**src/rtl/addsub_pkg.sv**
```systemverilog
// Shared constants and types for the sequential add/subtract unit.
package addsub_pkg;
  localparam int   WIDTH_DEF = 15;
  localparam logic OP_ADD    = 1'b0;
  localparam logic OP_SUB    = 1'b1;

  typedef enum logic [1:0] {IDLE, EXEC, RESP} state_e;
endpackage

```
**src/rtl/cla15_core.sv**
```systemverilog
// Combinational two's-complement add/sub built as a parallel-prefix
// (Kogge-Stone) carry-lookahead adder.
module cla15_core
  import addsub_pkg::*;
#(
  parameter int WIDTH = WIDTH_DEF
) (
  input  logic [WIDTH-1:0] a_i,
  input  logic [WIDTH-1:0] b_i,
  input  logic             op_i,
  output logic [WIDTH-1:0] s_o,
  output logic             cout_o,
  output logic             cmsb_o
);
  localparam int LEVELS = $clog2(WIDTH);

  logic [WIDTH-1:0] bx, p, gk, pk, gn, pn;
  logic [WIDTH:0]   c;

  always_comb begin
    bx = b_i ^ {WIDTH{op_i}};
    p  = a_i ^ bx;
    gk = a_i & bx;
    // Fold the carry-in into bit 0 so prefix G[i:0] is directly carry i+1.
    gk[0] = gk[0] | (p[0] & op_i);
    pk = p;
    gn = gk;
    pn = pk;
    for (int lv = 0; lv < LEVELS; lv++) begin
      gn = gk;
      pn = pk;
      for (int i = 0; i < WIDTH; i++) begin
        if (i >= (1 << lv)) begin
          gn[i] = gk[i] | (pk[i] & gk[i - (1 << lv)]);
          pn[i] = pk[i] & pk[i - (1 << lv)];
        end
      end
      gk = gn;
      pk = pn;
    end
    c      = {gk, op_i};
    s_o    = p ^ c[WIDTH-1:0];
    cout_o = c[WIDTH];
    cmsb_o = c[WIDTH-1];
  end
endmodule

```
**src/rtl/addsub_seq.sv**
```systemverilog
// Handshaked add/subtract unit: IDLE accepts, EXEC computes, RESP holds
// the registered result until the consumer takes it.
module addsub_seq
  import addsub_pkg::*;
#(
  parameter int WIDTH = WIDTH_DEF
) (
  input  logic             clk,
  input  logic             reset,
  input  logic             in_valid,
  output logic             in_ready,
  input  logic             op,
  input  logic             acc_sel,
  input  logic [WIDTH-1:0] a_in,
  input  logic [WIDTH-1:0] b_in,
  output logic             out_valid,
  input  logic             out_ready,
  output logic [WIDTH-1:0] result,
  output logic             carry,
  output logic             ovf,
  output logic             ovf_sticky,
  input  logic             clr_sticky
);
  state_e           state_q, state_d;
  logic [WIDTH-1:0] a_q, b_q, acc_q, result_q;
  logic             op_q, carry_q, ovf_q, sticky_q;
  logic [WIDTH-1:0] s;
  logic             cout, cmsb, ovf_n, accept, exec;

  cla15_core #(.WIDTH(WIDTH)) u_core (
    .a_i    (a_q),
    .b_i    (b_q),
    .op_i   (op_q),
    .s_o    (s),
    .cout_o (cout),
    .cmsb_o (cmsb)
  );

  assign ovf_n  = cmsb ^ cout;
  assign accept = in_valid && in_ready;
  assign exec   = (state_q == EXEC);

  always_comb begin
    state_d   = state_q;
    in_ready  = 1'b0;
    out_valid = 1'b0;
    case (state_q)
      IDLE: begin
        in_ready = 1'b1;
        if (in_valid) state_d = EXEC;
      end
      EXEC: state_d = RESP;
      RESP: begin
        out_valid = 1'b1;
        if (out_ready) state_d = IDLE;
      end
      default: state_d = IDLE;
    endcase
  end

  always_ff @(posedge clk) begin
    if (reset) begin
      state_q  <= IDLE;
      a_q      <= '0;
      b_q      <= '0;
      op_q     <= OP_ADD;
      acc_q    <= '0;
      result_q <= '0;
      carry_q  <= 1'b0;
      ovf_q    <= 1'b0;
      sticky_q <= 1'b0;
    end else begin
      state_q <= state_d;
      if (accept) begin
        a_q  <= acc_sel ? acc_q : a_in;
        b_q  <= b_in;
        op_q <= op;
      end
      if (exec) begin
        result_q <= s;
        carry_q  <= cout;
        ovf_q    <= ovf_n;
        acc_q    <= s;
      end
      // A fresh overflow beats a simultaneous clear.
      if (exec && ovf_n)   sticky_q <= 1'b1;
      else if (clr_sticky) sticky_q <= 1'b0;
    end
  end

  assign result     = result_q;
  assign carry      = carry_q;
  assign ovf        = ovf_q;
  assign ovf_sticky = sticky_q;
endmodule

```
**config.mk**
```make
export PLATFORM = sky130hd
export DESIGN_NAME = addsub_seq
export DESIGN_NICKNAME = d
export VERILOG_FILES = /design/src/rtl/addsub_pkg.sv /design/src/rtl/cla15_core.sv /design/src/rtl/addsub_seq.sv
export SDC_FILE = /design/constraint.sdc
export NUM_CORES = 1
export LEC_CHECK = 0
export CORE_ASPECT_RATIO = 1.25
export CORE_MARGIN = 10
export CORE_UTILIZATION = 40
export CTS_CLUSTER_DIAMETER = 40
export CTS_CLUSTER_SIZE = 20
export DETAILED_ROUTE_END_ITERATION = 7
export HOLD_SLACK_MARGIN = 0.08
export MAX_ROUTING_LAYER = met4
export SYNTH_ARGS = -nofsm -noshare
export SYNTH_HDL_FRONTEND = slang
export SYNTH_SLANG_ARGS = --single-unit
```
**constraint.sdc**
```tcl
create_clock -name clk -period 3.7 [get_ports clk]
set_input_delay 0.925 -clock clk [delete_from_list [all_inputs] [get_ports clk]]
set_output_delay 0.925 -clock clk [all_outputs]
set_load 0.01 [all_outputs]
```
Run 1, supply network:
Pins as bars on the die edge.
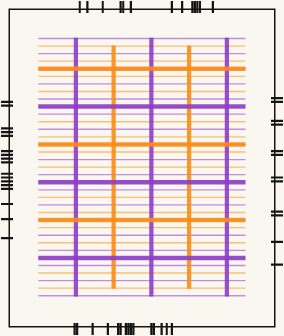
legend:
  orange:
    net: VDD
  purple:
    net: VSS
met4 straps: 5
met5 straps: 6
met1 rails: 35
signal pins: 57

Run 1, placed cells, one colour a class:
Scale bar: 20 um.
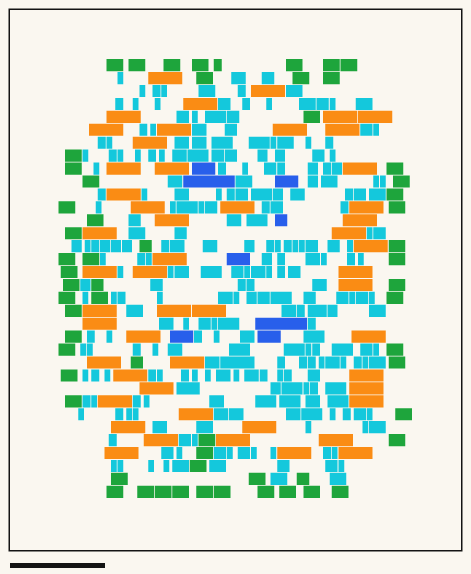
legend:
  green:
    class: remaining buffers and delay cells
    cells: 60
    share_of_their_area: 17%
  cyan:
    class: combinational and other logic
    cells: 261
    share_of_their_area: 49%
  orange:
    class: sequential cells
    cells: 51
    share_of_their_area: 30%
  blue:
    class: clock drivers and dummy loads
    cells: 8
    share_of_their_area: 4.0%

Run 1, clock network drawn from the DEF:
Scale bar: 20 um.
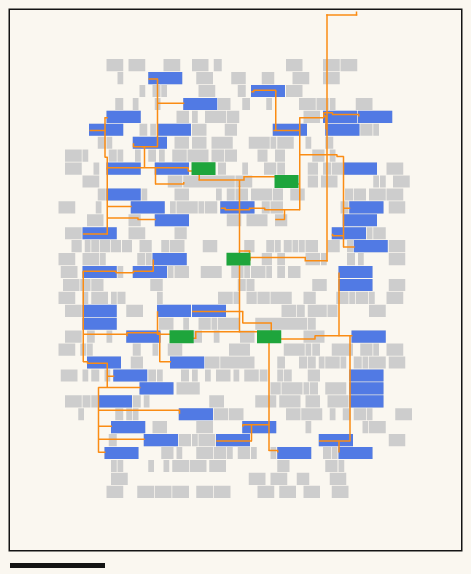
legend:
  blue:
    item: flip-flops
    count: 51
  green:
    item: clock drivers
    count: 5
  orange:
    item: clock wires
    length: 663 um
routed clock nets: 6

==> CHANGELOG.md, run 1 <==
## Flow update

* Sw Ratio at 0.288
* Antenna violations before repair at 0
* Total net switching power at 0.000417 W
* Worst Hold Path Cells at 2
* Clock buffer cells at 5
* Non-CTS buffers at 60
* Number of fill cells at 674
* Crit path to: ovf
* Startpoint types: register
* Die X at 94.9 um
* Dominant cell type by area after synthesis: dfxtp_1
* Worst path slowest cell: dfxtp_1
* Main logic family after synthesis: AND-OR/OR-AND gates
* CTS Root Cell: clkbuf_8
* Ys flops at 51
* Global-route wire length before repair at 11900 um
* Status: completed
* DRC at 0
* Power in the clock group at 0.000462 W
* Slew headroom at 0.493
* Synth cell types at 44
* Clk buf depth at 2
* Final HPWL DP at 5200 um
* H-Tree Depth at 2
* Top cells by count: dfxtp_1 (51), nand2_1 (51), a21oi_1 (35), nor2_1 (32), a211oi_1 (19)
* Power Combinational at 0.000363 W
* Max power group: sequential cells
* Final Total Pwr at 0.00145 W
* Maxcap violations at 0
* MI comb cells at 257
* Ys async rst share at 0
* Simple Share, Synth at 0.174
* Tool warning count at 30
* NonClk Buf Share at 0.165
* Worst VDD drop at 0.000254 V
* Flop Count at 51
* Rows at 34
* Count of non-CTS inverters in the layout at 4
* Initial drt markers at 69
* Final Wtd Congestion at 0.839
* Crit path DAT at 3.07 ns
* Logic share of the area at 0.473
* CP most frequent cell: a21oi_1
* Peak Freq at 351 MHz
* P_int at 0.00103 W
* Nets at Floorplan at 389
* Grt met2 use at 0.214
* Non-Filler Instances at 470
* Latency at later pin at 0.31 ns
* Routed wire length at 7080 um
* Final Hold Viols at 0
* Max-slew violation count at 0
* Yosys warnings at 0
* Largest net degree at the start of global routing at 47
* Crit-path leading delay family: AND-OR/OR-AND gates
* P_leak at 1.51 nW
* Critical path startpoint: op_q
* Ys flop type: dfxtp_1
* Total clock sinks at 51
* Hold buffer count at CTS at 0
* Core area at 6890 um^2
* Clock Skews at 0.00547 ns
* Placed cells at 462
* Post-CTS sizing at 0
* Worst Hold Path EP: ovf_sticky
* Synthesized cell area at 2800 um^2
* FP Util at 0.407
* Syn avg cell area at 8.42 um^2
* Number of enable flip-flop cells at 0
* Synth area leaders: dfxtp_1 (36%), ha_1 (8.0%), nand2_1 (6.8%)
* Drt wl/cell at 15.1 um
* Tapcells at 90
* Buffers added on ports at 56
* Power Dens Cells at 409 nW/um^2
* Met3 WL at 292 um
* Antenna Nets Post-Route at 0
* Period utilisation layout at 0.770
* XOR Share, Synth at 0.0750
* Top Usage Layer GRT: met2
* Clock transition at path regs at 0.09 ns
* Met3 global-route usage at 0.0256
* Unrepaired setup endpoints after global routing: false
* WHS at 0.470 ns
* Max stage delay on crit path at 0.82 ns
* # Cells Yosys at 333
* Worst-margin pin slew at 0.759 ns
* Dpl cell area at 3410 um^2
--- run 2 (diff from run 1) ---
Settings changed: PLACE_DENSITY set to 0.67.
Clock period 3.7 ns to 2.5 ns, I/O delays scaled along.
Run 2, clock nets:
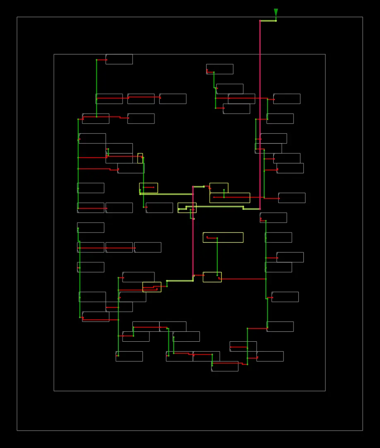
power in the clock group: 0.000668 W
Clock buffer cells: 6
total clock sinks: 51
CTS Buf Count: 5
Flop Count: 51

Run 2, metal layers overlaid:
Two of the layers only.
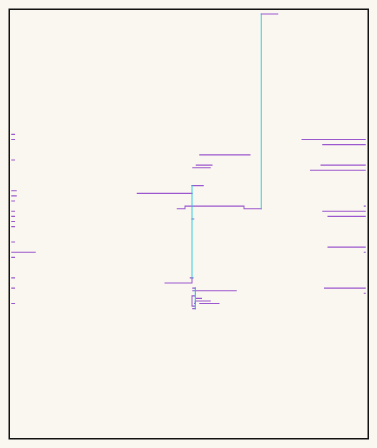
legend:
  cyan:
    layer: metal 4
    wire_length: 81.6 um
  purple:
    layer: metal 3
    wire_length: 219 um

Run 2, clock network drawn from the DEF:
Scale bar: 20 um.
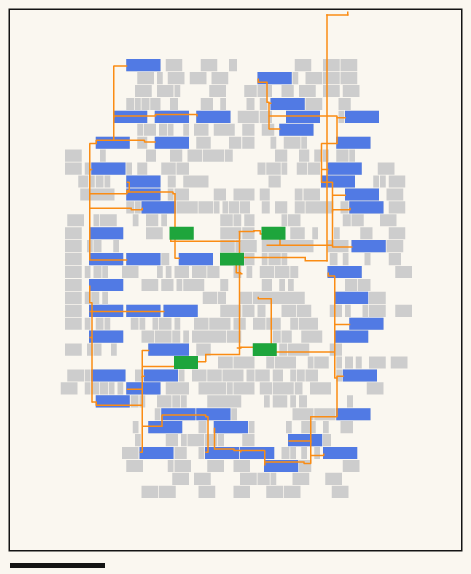
legend:
  orange:
    item: clock wires
    length: 610 um
  green:
    item: clock drivers
    count: 5
  blue:
    item: flip-flops
    count: 51
routed clock nets: 6

==> CHANGELOG.md, run 2 <==
## Flow update

* Nets at Floorplan at 389 (unchanged)
* Placed cells at 471 (+1.9%)
* Clock Skews at 0.00738 ns (+0.00191 ns)
* Top Usage Layer GRT: met2
* Crit-path leading delay family: AND-OR/OR-AND gates
* Worst-margin pin slew at 0.531 ns (-0.229 ns)
* Number of fill cells at 697 (+3.4%)
* MI comb cells at 257 (unchanged)
* Critical path startpoint: b_q[0]
* Simple Share, Synth at 0.174 (unchanged)
* Largest area class, layout: multi-input combinational cells
* Global-route wire length before repair at 11900 um (+0.12%)
* DRC at 0 (unchanged)
* Drt wl/cell at 14.8 um (-1.9%)
* Initial drt markers at 62 (-10%)
* Met3 global-route usage at 0.0217 (-0.00394)
* Final HPWL DP at 5390 um (+3.7%)
* FP Util at 0.407 (unchanged)
* Ys flops at 51 (unchanged)
* Final Total Pwr at 0.00216 W (+49%)
* Syn avg cell area at 8.42 um^2 (unchanged)
* Synthesized cell area at 2800 um^2 (unchanged)
* Dominant cell type by area after synthesis: dfxtp_1
* Synth cell types at 44 (unchanged)
* Ys async rst share at 0 (unchanged)
* P_leak at 1.57 nW (+3.6%)
* XOR Share, Synth at 0.0750 (unchanged)
* Logic share of the area at 0.466 (-0.00707)
* Post-route worst setup slack at 0.0961 ns
* Gr ovfl total at 0
* Slew headroom at 0.645 (+0.152)
* Worst Hold Path Cells at 2 (unchanged)
* Status: completed
* Power Dens Cells at 588 nW/um^2 (+44%)
* Crit path DAT at 2.60 ns (-0.47 ns)
* Req. time, crit path at 2.69 ns
* Yosys warnings at 0 (unchanged)
* Latency at later pin at 0.30 ns (about the same)
* Layout-stage area growth over the synthesis result at 31.1%
* Final Wtd Congestion at 0.900 (+7.2%)
* Routed wire length at 7080 um (about the same)
* Rows at 34 (unchanged)
* Core area at 6890 um^2 (unchanged)
* Total net switching power at 0.000610 W (+46%)
* Clk buf depth at 2 (unchanged)
* Unrepaired setup endpoints after global routing: true
* Sw Ratio at 0.282 (-0.00539)
* Synth area leaders: dfxtp_1 (36%), ha_1 (8.0%), nand2_1 (6.8%)
* Ys flop type: dfxtp_1
* Startpoint types: register
* Max stage delay on crit path at 0.45 ns (-0.37 ns)
* Worst path slowest cell: fa_1
* Die X at 94.9 um (unchanged)
* Post-CTS sizing at 2 (+2)
* Non-Filler Instances at 479 (+1.9%)
* Max-slew violation count at 0 (unchanged)
* Clock transition at path regs at 0.09 ns (about the same)
* WHS at 0.469 ns (-0.00131 ns)
* CTS Root Cell: clkbuf_8
* Non-CTS buffers at 69 (+15%)
* Antenna Nets Post-Route at 0 (unchanged)
* Dpl cell area at 3500 um^2 (+2.7%)
* Main logic family after synthesis: AND-OR/OR-AND gates
* Maxcap violations at 0 (unchanged)
* AO/OA Area Share at 0.200
* Power Combinational at 0.000571 W (+57%)
* Max power group: sequential cells
* Grt met2 use at 0.223 (+0.00963)
* P_int at 0.00155 W (+50%)
* Peak Freq at 416 MHz (+18%)
* Count of non-CTS inverters in the layout at 4 (unchanged)
* Number of enable flip-flop cells at 0 (unchanged)
* Period utilisation layout at 0.962 (+0.192)
* H-Tree Depth at 2 (unchanged)
* NonClk Buf Share at 0.185 (+0.0195)
* Worst Hold Path EP: ovf_sticky
* Dominant logic cell type in the layout: clkdlybuf4s50_1
* TritonCTS clock tree: done
* Top cells by count: dfxtp_1 (51), nand2_1 (51), a21oi_1 (35), nor2_1 (32), a211oi_1 (19)
* # Cells Yosys at 333 (unchanged)
* Final Hold Viols at 0 (unchanged)
* Hold buffer count at CTS at 0 (unchanged)
* Antenna violations before repair at 0 (unchanged)
* Crit path to: result[10]
* Buffers added on ports at 56 (unchanged)
* Clock power frac at 0.309
* Met3 WL at 219 um (-25%)
* Tool warning count at 31 (+3.3%)
* Largest net degree at the start of global routing at 47 (unchanged)
* Tapcells at 90 (unchanged)
* # Post-CTS Setup Buffers at 0
* Worst VDD drop at 0.000263 V (+3.9%)
--- run 3 (diff from run 2) ---
Settings changed: PLACE_DENSITY 0.67 to unset, PLACE_DENSITY_LB_ADDON set to 0.1, SLEW_MARGIN set to 5.
Run 3, clock network drawn from the DEF:
Scale bar: 20 um.
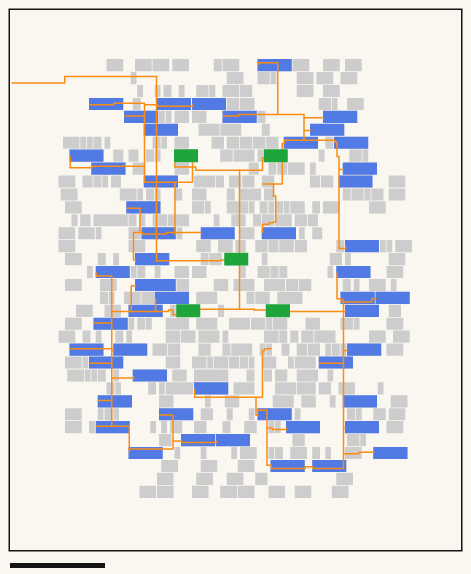
legend:
  orange:
    item: clock wires
    length: 664 um
  blue:
    item: flip-flops
    count: 51
  green:
    item: clock drivers
    count: 5
routed clock nets: 6

Run 3, supply network:
Pins as bars on the die edge.
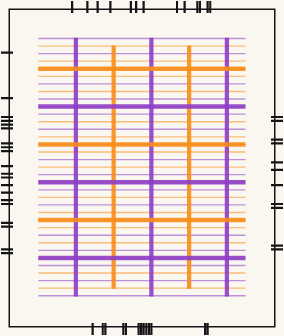
legend:
  orange:
    net: VDD
  purple:
    net: VSS
met1 rails: 35
signal pins: 57
met4 straps: 5
rows: 34
met5 straps: 6

Run 3, placed cells, one colour a class:
Scale bar: 20 um.
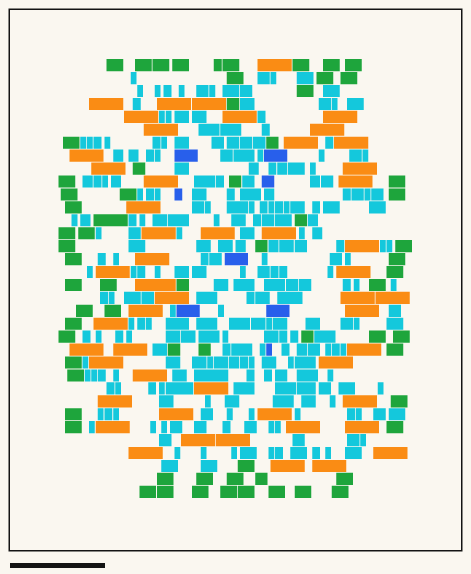
legend:
  green:
    class: remaining buffers and delay cells
    cells: 68
    share_of_their_area: 19%
  blue:
    class: clock drivers and dummy loads
    cells: 8
    share_of_their_area: 2.4%
  cyan:
    class: combinational and other logic
    cells: 261
    share_of_their_area: 49%
  orange:
    class: sequential cells
    cells: 51
    share_of_their_area: 29%

==> CHANGELOG.md, run 3 <==
## Flow update

* Status: completed
* P_int at 0.00134 W (-13%)
* Slew headroom at 0.634 (-0.0111)
* DRC at 0 (unchanged)
* Top cells by count: dfxtp_1 (51), nand2_1 (51), a21oi_1 (35), nor2_1 (32), a211oi_1 (19)
* Power Dens Cells at 546 nW/um^2 (-7.2%)
* Tapcells at 90 (unchanged)
* Rows at 34 (unchanged)
* Post-route worst setup slack at 0.143 ns (+0.0467 ns)
* Gr ovfl total at 0 (unchanged)
* Count of non-CTS inverters in the layout at 4 (unchanged)
* Antenna Nets Post-Route at 0 (unchanged)
* Maxcap violations at 0 (unchanged)
* Final Wtd Congestion at 0.934 (+3.8%)
* Synth cell types at 44 (unchanged)
* Non-Filler Instances at 478 (-0.21%)
* Synth area leaders: dfxtp_1 (36%), ha_1 (8.0%), nand2_1 (6.8%)
* Period utilisation layout at 0.943 (-0.0187)
* Final HPWL DP at 5390 um (about the same)
* Nets at Floorplan at 389 (unchanged)
* Worst Hold Path EP: ovf_sticky
* Ys flops at 51 (unchanged)
* Main logic family after synthesis: AND-OR/OR-AND gates
* Layout-stage area growth over the synthesis result at 28.4%
* Initial drt markers at 100 (+61%)
* Crit path to: result[12]
* Max power group: sequential cells
* NonClk Buf Share at 0.183 (-0.00178)
* Drt wl/cell at 14.9 um (+0.86%)
* Buffers added on ports at 56 (unchanged)
* Max stage delay on crit path at 0.44 ns (about the same)
* Power in the clock group at 0.000476 W (-29%)
* Clock buffer cells at 6 (unchanged)
* Largest area class, layout: multi-input combinational cells
* Synthesized cell area at 2800 um^2 (unchanged)
* Non-CTS buffers at 68 (-1.4%)
* Met3 global-route usage at 0.0302 (+0.00855)
* # Cells Yosys at 333 (unchanged)
* Max-slew violation count at 0 (unchanged)
* Total net switching power at 0.000622 W (+1.8%)
* CTS Buf Count at 5 (unchanged)
* Met3 WL at 372 um (+70%)
* FP Util at 0.407 (unchanged)
* H-Tree Depth at 2 (unchanged)
* Die X at 94.9 um (unchanged)
* Core area at 6890 um^2 (unchanged)
* Logic share of the area at 0.474 (+0.00781)
* Clock Skews at 0.00979 ns (+0.00241 ns)
* Power Combinational at 0.000568 W (about the same)
* P_leak at 1.53 nW (-2.3%)
* Peak Freq at 424 MHz (+2.0%)
* TritonCTS clock tree: done
* Tool warning count at 30 (-3.2%)
* Ys async rst share at 0 (unchanged)
* Routed wire length at 7120 um (+0.65%)
* Top Usage Layer GRT: met2
* Final Hold Viols at 0 (unchanged)
* Worst-margin pin slew at 0.547 ns (+0.0166 ns)
* # Post-CTS Setup Buffers at 0 (unchanged)
* MI comb cells at 257 (unchanged)
Power figures rest on the tool's default switching activity, not on a simulated workload.
